<file path="src/rtl/nonce_gen.sv">
// nonce_gen: walks 32-bit nonce candidates from a seed and offers each one to
// the hash core over valid/ready. It then waits for the pass/fail result. A
// hit is presented with inicio high. Exhaustion presents the reserved word
// 32'hffffffff.
// Optional feature macro: NONCE_GEN_TIMEOUT_EN bounds the wait for hash_done
// to TIMEOUT cycles and drives a sticky timeout_flag.
module nonce_gen #(
    parameter int unsigned STEP      = 1,
    parameter int unsigned MAX_TRIES = 256,
    parameter int unsigned CW        = 16,
    parameter int unsigned TIMEOUT   = 64
) (
    input  logic          i_clk_a,
    input  logic          i_reset,
    input  logic          i_start,
    input  logic [0:31]   i_seed,
    input  logic          i_hash_ready,
    input  logic          i_hash_done,
    input  logic          i_hash_ok,
    input  logic          i_ack,
    output logic [0:31]   o_nonce,
    output logic          o_nonce_valid,
    output logic          o_inicio,
    output logic          o_busy,
    output logic [0:CW-1] o_tries,
    output logic          o_timeout_flag
);

    typedef enum logic [2:0] {
        StIdle,
        StIssue,
        StWait,
        StFound,
        StExhaust
    } state_e;

    localparam logic [0:31]   STEP_W   = 32'(STEP);
    localparam logic [0:31]   RESERVED = 32'hffff_ffff;
    localparam logic [0:CW-1] MAX_W    = CW'(MAX_TRIES);
    localparam logic [0:CW-1] ONE_W    = CW'(1);

    state_e        r_state, w_state_d;
    logic [0:31]   r_nonce, w_nonce_d;
    logic          r_valid, w_valid_d;
    logic          r_inicio, w_inicio_d;
    logic          r_busy, w_busy_d;
    logic [0:CW-1] r_tries, w_tries_d;
    logic          r_tflag;

    logic [0:31]   w_inc_raw;
    logic [0:31]   w_inc;
    logic [0:31]   w_seed_fix;
    logic          w_start_acc;
    logic          w_accept;
    logic          w_expire;

    // Next candidate: one extra STEP whenever the plain increment lands on the reserved word.
    always_comb begin
        w_inc_raw  = r_nonce + STEP_W;
        w_inc      = (w_inc_raw == RESERVED) ? (w_inc_raw + STEP_W) : w_inc_raw;
        w_seed_fix = (i_seed == RESERVED) ? 32'h0000_0000 : i_seed;
    end

    assign w_start_acc = (r_state == StIdle) && i_start;
    assign w_accept    = (r_state == StIssue) && i_hash_ready;

`ifdef NONCE_GEN_TIMEOUT_EN
    logic [31:0] r_tmo;

    // Expiry is the cycle the counter would reach zero; a hash_done in that cycle wins.
    assign w_expire = (r_state == StWait) && !i_hash_done && (r_tmo <= 32'd1);

    // Wait-bound down-counter and sticky timeout flag.
    always_ff @(posedge i_clk_a or posedge i_reset) begin
        if (i_reset) begin
            r_tmo   <= 32'd0;
            r_tflag <= 1'b0;
        end else begin
            if (w_accept) begin
                r_tmo <= 32'(TIMEOUT);
            end else if ((r_state == StWait) && (r_tmo != 32'd0)) begin
                r_tmo <= r_tmo - 32'd1;
            end
            if (w_start_acc) begin
                r_tflag <= 1'b0;
            end else if (w_expire) begin
                r_tflag <= 1'b1;
            end
        end
    end
`else
    logic w_unused_tmo;

    assign w_unused_tmo = ^TIMEOUT;
    assign w_expire     = 1'b0;
    assign r_tflag      = 1'b0;
`endif

    // Next-state and registered-output values for the search FSM.
    always_comb begin
        w_state_d  = r_state;
        w_nonce_d  = r_nonce;
        w_valid_d  = r_valid;
        w_inicio_d = r_inicio;
        w_tries_d  = r_tries;
        unique case (r_state)
            StIdle: begin
                if (i_start) begin
                    w_state_d = StIssue;
                    w_nonce_d = w_seed_fix;
                    w_tries_d = '0;
                    w_valid_d = 1'b1;
                end
            end
            StIssue: begin
                if (i_hash_ready) begin
                    w_state_d = StWait;
                    w_valid_d = 1'b0;
                    w_tries_d = r_tries + ONE_W;
                end
            end
            StWait: begin
                if (i_hash_done && i_hash_ok) begin
                    w_state_d  = StFound;
                    w_inicio_d = 1'b1;
                end else if ((i_hash_done && !i_hash_ok) || w_expire) begin
                    if (r_tries == MAX_W) begin
                        w_state_d  = StExhaust;
                        w_nonce_d  = RESERVED;
                        w_inicio_d = 1'b1;
                    end else begin
                        w_state_d = StIssue;
                        w_nonce_d = w_inc;
                        w_valid_d = 1'b1;
                    end
                end
            end
            StFound, StExhaust: begin
                // ack has priority over start here because start is ignored outside idle.
                if (i_ack) begin
                    w_state_d  = StIdle;
                    w_inicio_d = 1'b0;
                    w_nonce_d  = '0;
                end
            end
            default: begin
                w_state_d  = StIdle;
                w_nonce_d  = '0;
                w_valid_d  = 1'b0;
                w_inicio_d = 1'b0;
            end
        endcase
        w_busy_d = (w_state_d != StIdle);
    end

    // State and output registers.
    always_ff @(posedge i_clk_a or posedge i_reset) begin
        if (i_reset) begin
            r_state  <= StIdle;
            r_nonce  <= '0;
            r_valid  <= 1'b0;
            r_inicio <= 1'b0;
            r_busy   <= 1'b0;
            r_tries  <= '0;
        end else begin
            r_state  <= w_state_d;
            r_nonce  <= w_nonce_d;
            r_valid  <= w_valid_d;
            r_inicio <= w_inicio_d;
            r_busy   <= w_busy_d;
            r_tries  <= w_tries_d;
        end
    end

    assign o_nonce        = r_nonce;
    assign o_nonce_valid  = r_valid;
    assign o_inicio       = r_inicio;
    assign o_busy         = r_busy;
    assign o_tries        = r_tries;
    assign o_timeout_flag = r_tflag;

endmodule

</file>
<file path="config.mk">
export PLATFORM = sky130hd
export DESIGN_NAME = nonce_gen
export DESIGN_NICKNAME = d
export VERILOG_FILES = /design/src/rtl/nonce_gen.sv
export SDC_FILE = /design/constraint.sdc
export NUM_CORES = 1
export LEC_CHECK = 0
export CAP_MARGIN = 30
export CORE_MARGIN = 4
export CORE_UTILIZATION = 52
export DETAILED_ROUTE_END_ITERATION = 8
export PLACE_DENSITY = 0.85
export RECOVER_POWER = 25
export SLEW_MARGIN = 30
export SYNTH_ARGS = -nofsm -noshare
export SYNTH_HDL_FRONTEND = slang
export SYNTH_SLANG_ARGS = --single-unit
</file>
<file path="constraint.sdc">
create_clock -name i_clk_a -period 3.7 [get_ports i_clk_a]
set_input_delay 0.555 -clock i_clk_a [delete_from_list [all_inputs] [get_ports i_clk_a]]
set_output_delay 0.555 -clock i_clk_a [all_outputs]
set_load 0.05 [all_outputs]
</file>
sizing.png
(4 px per um)
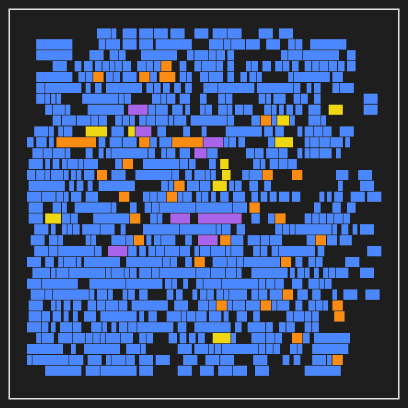
- yellow: x2 (cells 10; share 1.6%)
- orange: x3 and x4 (cells 30; share 4.7%)
- purple: x6 and larger (cells 8; share 1.2%)
- blue: x1 and smaller (cells 596; share 93%)
final setup margin: 0.1661 ns
Final Cell Area: 5351 um2
Area Overhead vs Synth: 29.92%
Repair and plain buffers: 118

m1.png
(4 px per um)
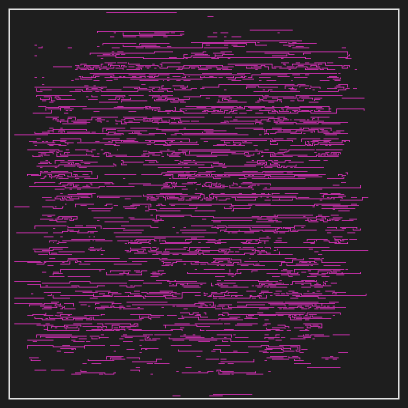
- share of all routed wire: 38%
- nets with wire on the layer: 626
final wirelength: 15.07 mm
DR vias: 5014
GR Layer Usage met1: 0.4206

class_map.png
(4 px per um)
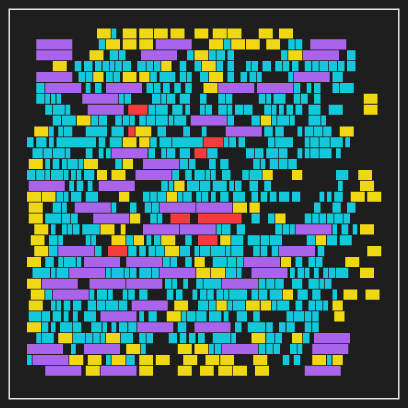
- purple: registers (cells 54; share of their area 26%)
- red: clock drivers and dummy loads (cells 8; share of their area 2.2%)
- cyan: remaining logic cells (cells 464; share of their area 51%)
- yellow: remaining buffers and delay cells (cells 118; share of their area 21%)

registers in the layout, indices dropped and copies added (netlist names):
name	count
o_nonce_valid	1
r_state	3
o_tries	16
o_inicio	1
o_nonce	32
o_busy	1
Yosys cell counts (5+ instances only):
library cell,number
nor2b_1,5
a21oi_1,90
or3_1,9
nand3_1,31
nand4_1,33
and3_1,9
clkbuf_1,29
xor2_1,12
dfrtp_1,54
nand2_1,56
o21ai_0,38
ha_1,5
nor3_1,11
nor4_1,20
nor2_1,45
a211oi_1,5
inv_1,17
metal layers:
layer,vias to the layer above,global-route usage,routed length (um)
li1,2250,-,-
met1,2372,0.4206,5765
met2,329,0.4947,7057
met3,63,0.06994,1673
met4,0,0.1199,570
met5,-,0,0
==> qor.yml <==
outcome: "complete, no violations"
vias_per_cell: 6.721
aoi_share: 0.2515
top_cell_area_share: 0.3281
buf_share: 0.2072
ctsResizeCount: 0
min_path_type: "register to register"
p_sw_frac: 0.5536
grt_pass1_vias: 4675
p_comb_uw: 2880
flops: 54
num_rows: 32
post_dp_cell_area_um2: 5231
worstSetupPathType: "register to register"
worst-path-stages: 8
startpoint: "o_nonce[25]$_DFFE_PP0P_"
inv_count: 17
crit_path_max_fanout: 9
cts_sinks: 54
leakage_uw: 0.001979
cp-end-kind: "register"
hold_depth: 1
holdBufCountCts: 0
crit_family: "simple AND/OR/NAND/NOR gates"
power.internal_uw: 1983
ant_nets: 0
ff_type: "dfrtp_1"
ys_cells: 553
gp_congestion: 0.9939
max_freq_mhz: 283.0
fin_crit_sh: 0.9551
tritoncts: "done"
logic_gates: 447
edf_count: 0
synthCells: 553
whs_endpoint: "o_inicio$_DFFE_PP0P_"
cts_made_buffers: 5
place_inst: 737
final-clk-cell-share: 0.02104
dp_slack_ns: 0.2939
tns_ns: 0
hp-start: "o_inicio$_DFFE_PP0P_"
r2r-end: "o_nonce[6]$_DFFE_PP0P_"
maxPowerGroup: "combinational logic"
path_clk_slew_ns: 0.10
crit_path_start_kind: "register"
seq_area_um2: 1351
core_area_um2: 7727
root_buffer: "clkbuf_8"
reg2reg_slack_ns: 0.17
fin_util: 0.6925
warnings: 28
pg_clk_uw: 418
drt_iter0_drc: 697
power_switching_uw: 2460
layout_top_cells: "a21oi_1, clkdlybuf4s50_1, nand2_1"
hpwl_mm: 11.43
cp-endpoint: "o_nonce[6]$_DFFE_PP0P_"
hold_viol: 0
htree_num_levels: 2
clkbuf_count: 5
pin_count: 91
r2r-start: "o_nonce[25]$_DFFE_PP0P_"
finalPower_uw: 4443
largest_area_cell: "dfrtp_1"
max_stage_delay_ns: 0.76
synthArstFlopShare: 1.000
grt_pass1_wl_mm: 24.23
cts_setup_buffers: 0
tap_cells: 102
top_logic_kind: "simple AND/OR/NAND/NOR gates"
slew_violations: 0
yosys-top-cells-area: "dfrtp_1, a21oi_1, nand2_1"
seq-cell-share: 0.2525
lay_top_count: "a21oi_1"
slowest_stage: "or4_1"
cp.required_ns: 3.87
maxCapViolCount: 0
nets: 687
power.density_nw_per_um2: 830.2
io_buffers: 89
ys_types: 58
